**config.mk**
```make
export PLATFORM = sky130hd
export DESIGN_NAME = calc_display_driver
export DESIGN_NICKNAME = d
export VERILOG_FILES = /design/src/rtl/calc_disp_pkg.sv /design/src/rtl/bin2bcd_seq.sv /design/src/rtl/calc_display_driver.sv
export SDC_FILE = /design/constraint.sdc
export NUM_CORES = 1
export LEC_CHECK = 0
export ABC_AREA = 1
export CORE_ASPECT_RATIO = 0.7
export CORE_MARGIN = 10
export CORE_UTILIZATION = 52
export CTS_CLUSTER_SIZE = 25
export DETAILED_ROUTE_END_ITERATION = 10
export GPL_TIMING_DRIVEN = 0
export PLACE_DENSITY = 0.73
export REMOVE_ABC_BUFFERS = 1
export SYNTH_ARGS = -nofsm -noshare
export SYNTH_HDL_FRONTEND = slang
export SYNTH_HIERARCHICAL = 1
export SYNTH_SLANG_ARGS = --single-unit
```
**constraint.sdc**
```tcl
create_clock -name clk -period 4.05 [get_ports clk]
set_clock_uncertainty 0.1 [all_clocks]
set_input_delay 0.6075 -clock clk [delete_from_list [all_inputs] [get_ports clk]]
set_output_delay 0.6075 -clock clk [all_outputs]
set_load 0.1 [all_outputs]
```
**src/rtl/calc_disp_pkg.sv**
```systemverilog
// Shared types, segment patterns and the BCD digit decoder for the calculator display driver.
// Segment patterns are active low, bit order {g,f,e,d,c,b,a}.
package calc_disp_pkg;

    typedef enum logic [1:0] {
        IDLE,
        LOAD,
        SHIFT,
        DONE
    } conv_state_t;

    localparam logic [6:0] SEG_BLANK = 7'h7F;
    localparam logic [6:0] SEG_DASH  = 7'h3F;

    // Five digits cover the 14-bit maximum of 16383.
    localparam int unsigned BCD_DIGITS  = 5;
    localparam int unsigned BCD_W       = 4 * BCD_DIGITS;
    localparam int unsigned DISP_DIGITS = 4;

    function automatic logic [6:0] seg_decode(input logic [3:0] digit);
        logic [6:0] pattern;
        unique case (digit)
            4'd0:    pattern = 7'h40;
            4'd1:    pattern = 7'h79;
            4'd2:    pattern = 7'h24;
            4'd3:    pattern = 7'h30;
            4'd4:    pattern = 7'h19;
            4'd5:    pattern = 7'h12;
            4'd6:    pattern = 7'h02;
            4'd7:    pattern = 7'h78;
            4'd8:    pattern = 7'h00;
            4'd9:    pattern = 7'h10;
            default: pattern = SEG_BLANK;
        endcase
        return pattern;
    endfunction

endpackage

```
**src/rtl/bin2bcd_seq.sv**
```systemverilog
// Free-running iterative double-dabble converter: IDLE -> LOAD -> SHIFT x VAL_W -> DONE.
// bcd_o is stable and final while conv_done_o is high.
module bin2bcd_seq
    import calc_disp_pkg::*;
#(
    parameter int unsigned VAL_W = 14
) (
    input  logic             clk_i,
    input  logic             rst_i,
    input  logic [VAL_W-1:0] value_i,
    output logic [BCD_W-1:0] bcd_o,
    output logic             conv_done_o
);

    localparam int unsigned CNT_W = $clog2(VAL_W);
    localparam logic [CNT_W-1:0] LAST_ITER = CNT_W'(VAL_W - 1);

    conv_state_t      state_q, state_d;
    logic [VAL_W-1:0] bin_q, bin_d;
    logic [BCD_W-1:0] bcd_q, bcd_d, bcd_adj;
    logic [CNT_W-1:0] cnt_q, cnt_d;
    logic             load_en, shift_en;

    always_ff @(posedge clk_i) begin
        if (rst_i) begin
            state_q <= IDLE;
        end else begin
            state_q <= state_d;
        end
    end

    always_comb begin
        state_d = state_q;
        unique case (state_q)
            IDLE:    state_d = LOAD;
            LOAD:    state_d = SHIFT;
            SHIFT:   if (cnt_q == LAST_ITER) state_d = DONE;
            DONE:    state_d = IDLE;
            default: state_d = IDLE;
        endcase
    end

    always_comb begin
        load_en     = (state_q == LOAD);
        shift_en    = (state_q == SHIFT);
        conv_done_o = (state_q == DONE);
    end

    // Add-3 stays within each nibble; a nibble <= 9 never carries out.
    always_comb begin
        bcd_adj = bcd_q;
        for (int i = 0; i < BCD_DIGITS; i++) begin
            if (bcd_q[4*i +: 4] >= 4'd5) begin
                bcd_adj[4*i +: 4] = bcd_q[4*i +: 4] + 4'd3;
            end
        end
    end

    always_comb begin
        bin_d = bin_q;
        bcd_d = bcd_q;
        cnt_d = cnt_q;
        if (load_en) begin
            bin_d = value_i;
            bcd_d = '0;
            cnt_d = '0;
        end else if (shift_en) begin
            {bcd_d, bin_d} = {bcd_adj[BCD_W-2:0], bin_q, 1'b0};
            cnt_d          = cnt_q + CNT_W'(1);
        end
    end

    always_ff @(posedge clk_i) begin
        if (rst_i) begin
            bin_q <= '0;
            bcd_q <= '0;
            cnt_q <= '0;
        end else begin
            bin_q <= bin_d;
            bcd_q <= bcd_d;
            cnt_q <= cnt_d;
        end
    end

    assign bcd_o = bcd_q;

endmodule

```
**src/rtl/calc_display_driver.sv**
```systemverilog
// Selects one calculator operand, converts it to BCD and scans it onto four active-low
// 7-segment digits with leading-zero blanking and a dash pattern for values above 9999.
module calc_display_driver
    import calc_disp_pkg::*;
#(
    parameter int unsigned SCAN_DIV = 100000,
    parameter int unsigned VAL_W    = 14
) (
    input  logic             clk,
    input  logic             rst_ext,
    input  logic [VAL_W-1:0] number_1,
    input  logic [VAL_W-1:0] number_2,
    input  logic             write_number_select,
    output logic [6:0]       seg,
    output logic [3:0]       an,
    output logic             dp,
    output logic             ovf,
    output logic             conv_done
);

    localparam int unsigned PRE_W = $clog2(SCAN_DIV);

    logic [VAL_W-1:0]            operand;
    logic [BCD_W-1:0]            bcd;
    logic [DISP_DIGITS-1:0][3:0] digit_q;
    logic                        ovf_q;
    logic                        disp_valid_q;
    logic [PRE_W-1:0]            presc_q;
    logic                        presc_wrap;
    logic [1:0]                  idx_q;
    logic [DISP_DIGITS-1:0]      shown;
    logic [6:0]                  seg_q, seg_d;
    logic [3:0]                  an_q, an_d;
    logic                        dp_q, dp_d;

    assign operand = write_number_select ? number_2 : number_1;

    bin2bcd_seq #(
        .VAL_W (VAL_W)
    ) u_bin2bcd (
        .clk_i       (clk),
        .rst_i       (rst_ext),
        .value_i     (operand),
        .bcd_o       (bcd),
        .conv_done_o (conv_done)
    );

    // Display registers only move on a finished conversion; the valid flag keeps the
    // panel dark from reset until the first result lands.
    always_ff @(posedge clk) begin
        if (rst_ext) begin
            digit_q      <= '0;
            ovf_q        <= 1'b0;
            disp_valid_q <= 1'b0;
        end else if (conv_done) begin
            digit_q      <= bcd[4*DISP_DIGITS-1:0];
            ovf_q        <= |bcd[BCD_W-1:4*DISP_DIGITS];
            disp_valid_q <= 1'b1;
        end
    end

    assign presc_wrap = (presc_q == PRE_W'(SCAN_DIV - 1));

    always_ff @(posedge clk) begin
        if (rst_ext) begin
            presc_q <= '0;
            idx_q   <= '0;
        end else begin
            presc_q <= presc_wrap ? '0 : presc_q + PRE_W'(1);
            if (presc_wrap) begin
                idx_q <= idx_q + 2'd1;
            end
        end
    end

    // A digit is shown if it or any more significant digit is nonzero; units always shown.
    always_comb begin
        logic any_nz;
        any_nz   = 1'b0;
        shown    = '0;
        shown[0] = 1'b1;
        for (int k = DISP_DIGITS - 1; k >= 1; k--) begin
            any_nz   = any_nz | (digit_q[k] != 4'd0);
            shown[k] = any_nz;
        end
    end

    always_comb begin
        an_d  = ~(4'b0001 << idx_q);
        dp_d  = ~((idx_q == 2'd0) & write_number_select);
        seg_d = SEG_BLANK;
        if (!disp_valid_q) begin
            an_d = 4'hF;
            dp_d = 1'b1;
        end else if (ovf_q) begin
            seg_d = SEG_DASH;
        end else if (shown[idx_q]) begin
            seg_d = seg_decode(digit_q[idx_q]);
        end
    end

    always_ff @(posedge clk) begin
        if (rst_ext) begin
            seg_q <= SEG_BLANK;
            an_q  <= 4'hF;
            dp_q  <= 1'b1;
        end else begin
            seg_q <= seg_d;
            an_q  <= an_d;
            dp_q  <= dp_d;
        end
    end

    assign seg = seg_q;
    assign an  = an_q;
    assign dp  = dp_q;
    assign ovf = ovf_q;

endmodule

```
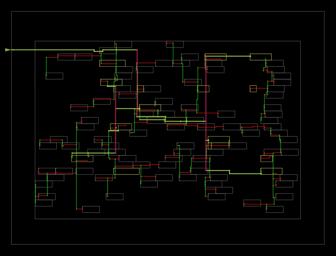
run_1/clocks.png
clock sink total: 89
number of clock-tree buffers in the layout: 12

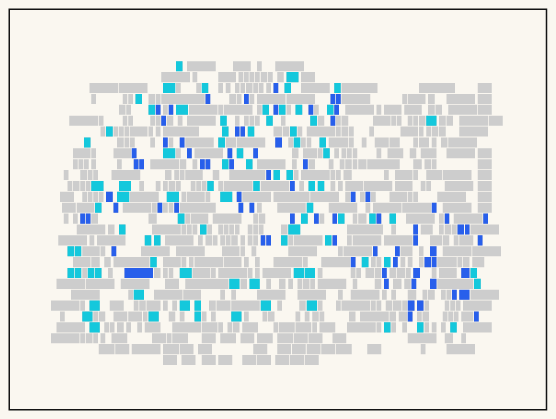
run_1/logic_types.png
Scale: 4 px per um.
| colour | family | cells |
|---|---|---|
| cyan | inverting AOI/OAI gates | 85 |
| blue | NOR gates | 76 |
Commonest Layout Cell: nand2_1
Comb area share: 0.4432
Finished Layout Cells: 813

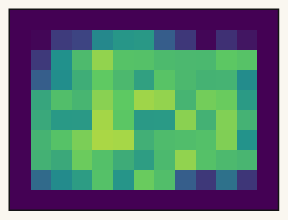
run_1/cell_density.png
Scale: 2 px per um. The die is cut into 13 by 10 equal tiles; dark purple is low, yellow is high, 0 to 100% covered.
fullest tile: 87%
densest ninth of the die: centre
emptiest ninth of the die: upper left
mean over tiles: 40%
nearly empty tiles: 34%
tiles over 75% full: 13%
area inside the core boundary: 0.008653 mm2
Pre-Place Util: 0.5460

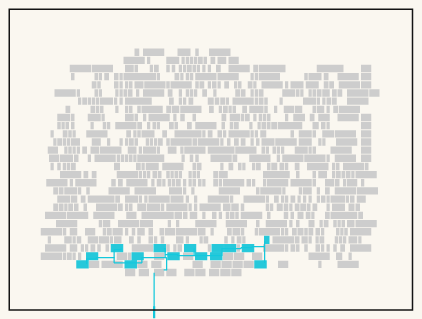
run_1/io_fan.png
Scale: 3 px per um.
| colour | port | bits | direction | end cells | buffers | wire |
|---|---|---|---|---|---|---|
| cyan | write_number_select | 1 | input | 15 | 1 | 104 um |

==> out/summary.txt, run 1 <==
outcome: complete, no violations
Comb gates: 450
Reg power frac: 0.384
layout buffer count excluding clock buffers: 44
CTS Root Cell: clkbuf_16
final worst hold slack: 0.3616 ns
stage delay of the slowest cell on the critical path: 1.22 ns
Final Setup Violations: 0
CP Depth: 2
GR met2 Demand/Resource: 0.2546
worst r2r path cells: 6
TritonRoute pass-1 iters: 5
# H-tree levels: 3
count of nets left with antenna violations after detail routing: 0
Hold Buf Count CTS: 0
max-cap viol count: 0
cell breakdown of the critical path: ha_1, clkdlybuf4s50_1
number of different library cells in the post-synthesis netlist: 34
antenna diode count: 0
uppermost routed layer: met4
Inverters, non-clock: 94
nature of the critical path endpoint: output pin
Detail Route met2 WL: 4591 um
cell count after placement: 797
data arrival time of the critical path: 2.43 ns
class of the most critical setup path: reg2out
final design instance area without fill: 0.005494 mm2
total wire length: 10060 um
Resized Gates After CTS: 0
Most common reg cell: dfxtp_1
Top cells excl fill/tap: 159 x nand2_1, 89 x dfxtp_1, 86 x inv_1
top cells by area, synth: dfxtp_1 38%, nand2_1 13%, ha_1 6.9%
number of cells in the yosys synthesis report: 654
beginning of the worst hold path: digit_q[1]
overall fraction of global-route tracks in use: 0.1586
number of nets in the final layout: 745
compound-gate portion of the synthesized area: 0.1062
==> run 1 -> run 2 <==
- clock period: 4.05 -> 3.09 ns (I/O delays scaled with it)
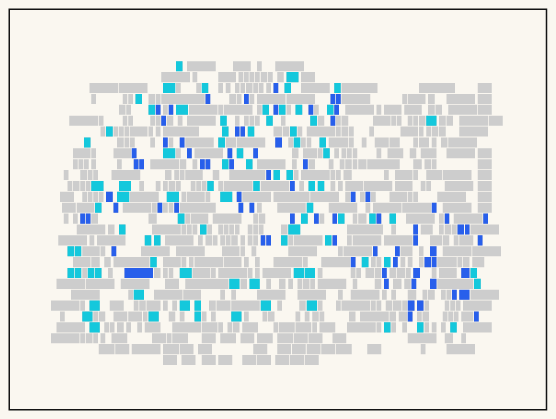
run_2/logic_types.png
Scale: 4 px per um.
| colour | family | cells |
|---|---|---|
| cyan | inverting AOI/OAI gates | 85 |
| blue | NOR gates | 76 |

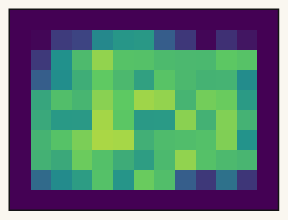
run_2/cell_density.png
Scale: 2 px per um. The die is cut into 13 by 10 equal tiles; dark purple is low, yellow is high, 0 to 100% covered.
tiles over 75% full: 13%
fullest tile: 87%
densest ninth of the die: centre
final core utilization: 0.6349

==> run 2 against run 1 <==
Wire length stayed put. Clock power up 31%. Cell area unchanged. Non-clock buffer count unchanged. Critical path depth unchanged. Register-to-register slack worse by 0.96 ns. Hold slack unchanged. Critical endpoint unchanged. Die area stayed put. Highest routed layer unchanged.
==> out/summary.txt, run 2 <==
area inside the core boundary: 0.008653 mm2 (unchanged)
Pre-Place Util: 0.5460 (unchanged)
Inverters, non-clock: 94 (unchanged)
outcome: complete, no violations (unchanged)
count of nets left with antenna violations after detail routing: 0 (unchanged)
TritonRoute pass-1 iters: 5 (unchanged)
first-pass GRT wire length: 18060 um (unchanged)
data arrival time of the critical path: 2.43 ns (about the same)
Commonest Layout Cell: nand2_1 (unchanged)
Top cells excl fill/tap: 159 x nand2_1, 89 x dfxtp_1, 86 x inv_1 (unchanged)
number of different library cells in the post-synthesis netlist: 34 (unchanged)
final worst hold slack: 0.3616 ns (unchanged)
Detail Route met2 WL: 4591 um (unchanged)
CP Depth: 2 (unchanged)
category of the worst setup path launch point: flip-flop (unchanged)
Comb gates: 450 (unchanged)
number of cells in the yosys synthesis report: 654 (unchanged)
placement-stage worst setup slack: 0.4487 ns (was 1.271 ns)
total wire length: 10060 um (unchanged)
GR met2 Demand/Resource: 0.2546 (unchanged)
stage delay of the slowest cell on the critical path: 1.22 ns (about the same)
final design instance area without fill: 0.005494 mm2 (unchanged)
CTS Root Cell: clkbuf_16 (unchanged)
number of clock-tree buffers in the layout: 12 (unchanged)
Comb area share: 0.4432 (unchanged)
uppermost routed layer: met4 (unchanged)
Most common reg cell: dfxtp_1 (unchanged)
Hold Buf Count CTS: 0 (unchanged)
clock sink total: 89 (unchanged)
cell count after placement: 797 (unchanged)
Final Setup Violations: 0 (unchanged)
worst r2r path cells: 6 (unchanged)
overall fraction of global-route tracks in use: 0.1586 (unchanged)
Finished Layout Cells: 813 (unchanged)
class of the most critical setup path: reg2out (unchanged)
antenna diode count: 0 (unchanged)
max-cap viol count: 0 (unchanged)
beginning of the worst hold path: digit_q[1] (unchanged)
top cells by area, synth: dfxtp_1 38%, nand2_1 13%, ha_1 6.9% (unchanged)
run_2/io_fan.png
Scale: 3 px per um.
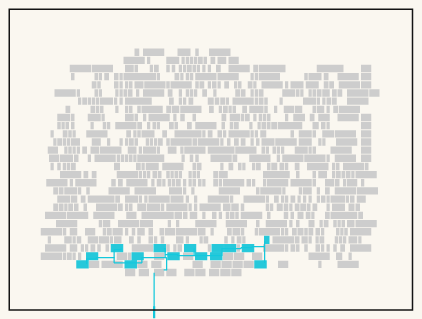

==> run 2 -> run 3 <==
- CORE_UTILIZATION: 52 -> 35
- PLACE_DENSITY: 0.73 -> unset
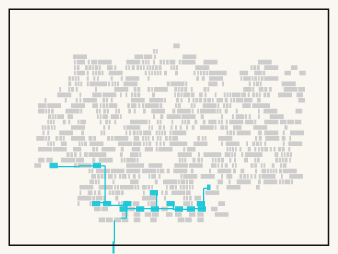
run_3/io_fan.png
Scale: 2 px per um.
| colour | port | bits | direction | end cells | buffers | wire |
|---|---|---|---|---|---|---|
| cyan | write_number_select | 1 | input | 15 | 1 | 145 um |

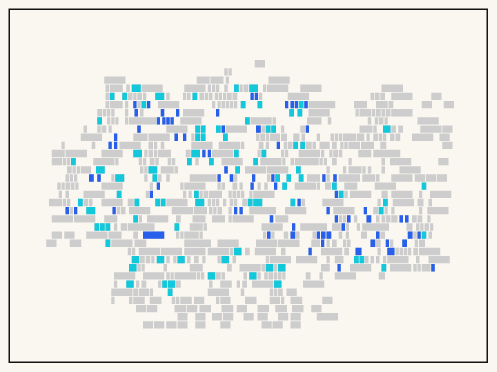
run_3/logic_types.png
Scale: 3 px per um.
| colour | family | cells |
|---|---|---|
| cyan | inverting AOI/OAI gates | 85 |
| blue | NOR gates | 76 |
Finished Layout Cells: 875
Comb area share: 0.4416

==> run 3 against run 2 <==
Clock power decreased by about 20%. Flip-flop count unchanged. Via count decreased by 0.89%. Critical endpoint unchanged. Cell count increased by 7.6%. Worst setup slack improved by 0.064 ns.
==> out/summary.txt, run 3 <==
layout buffer count excluding clock buffers: 44 (unchanged)
worst r2r path cells: 6 (unchanged)
data arrival time of the critical path: 2.37 ns (was 2.43 ns)
tap cells: 185 (was 120)
cell count after placement: 862 (was 797)
count of nets left with antenna violations after detail routing: 0 (unchanged)
final core utilization: 0.4183 (was 0.6349)
total wire length: 10400 um (was 10060 um)
# H-tree levels: 3 (unchanged)
category of the worst setup path launch point: flip-flop (unchanged)
outcome: complete, no violations (unchanged)
CTS Root Cell: clkbuf_16 (unchanged)
cell breakdown of the critical path: ha_1, clkdlybuf4s50_1 (unchanged)
final design instance area without fill: 0.005514 mm2 (was 0.005494 mm2)
first-pass GRT wire length: 18510 um (was 18060 um)
Crit Reg-Reg Endpoint: u_bin2bcd/bcd_o[16] (unchanged)
Most common reg cell: dfxtp_1 (unchanged)
number of nets in the final layout: 745 (unchanged)
DR vias/cell: 4.725 (was 5.130)
TritonRoute pass-1 iters: 5 (unchanged)
placement-stage worst setup slack: 0.3898 ns (was 0.4487 ns)
clock sink total: 89 (unchanged)
met1 track demand over resource in global routing: 0.1513 (was 0.2040)
Resized Gates After CTS: 0 (unchanged)
Reg power frac: 0.403 (was 0.384)
antenna diode count: 0 (unchanged)
Hold Path Stages: 2 (unchanged)
Top Family by Delay on Critical Path: buffers and inverters (unchanged)
Hold Buf Count CTS: 0 (unchanged)
compound-gate portion of the synthesized area: 0.1062 (unchanged)
number of clock-tree buffers in the layout: 13 (was 12)
reported clock group power: 0.00101 W (was 0.00119 W)
power per cell area: 653.5 mW/mm2 (was 690.1 mW/mm2)
nature of the critical path endpoint: output pin (unchanged)
Inverters, non-clock: 94 (unchanged)
fraction of registers with async set/reset: 0 (unchanged)
fraction of final layout cells with drive strength greater than 1: 0.08116 (was 0.08514)
Commonest Layout Cell: nand2_1 (unchanged)
GP Congestion: 0.8607 (was 0.8441)
final worst hold slack: 0.3542 ns (was 0.3616 ns)
beginning of the worst hold path: disp_valid_q (was digit_q[1])
number of different library cells in the post-synthesis netlist: 34 (unchanged)
CP Depth: 2 (unchanged)
class of the most critical setup path: reg2out (unchanged)
uppermost routed layer: met4 (unchanged)
overall fraction of global-route tracks in use: 0.1185 (was 0.1586)
hold endpoint: disp_valid_q (was digit_q[1])
Comb gates: 450 (unchanged)
Detail Route met2 WL: 4488 um (was 4591 um)
stage delay of the slowest cell on the critical path: 1.22 ns (about the same)
Top cells excl fill/tap: 159 x nand2_1, 89 x dfxtp_1, 86 x inv_1 (unchanged)
area inside the core boundary: 0.01318 mm2 (was 0.008653 mm2)
number of cells in the yosys synthesis report: 654 (unchanged)
top cells by area, synth: dfxtp_1 38%, nand2_1 13%, ha_1 6.9% (unchanged)
GR met2 Demand/Resource: 0.1888 (was 0.2546)
cell area reported after detailed placement: 0.005244 mm2 (was 0.005162 mm2)
max-cap viol count: 0 (unchanged)
Pre-Place Util: 0.3584 (was 0.5460)
No activity file was given, so power comes from the tool's default toggle rates.
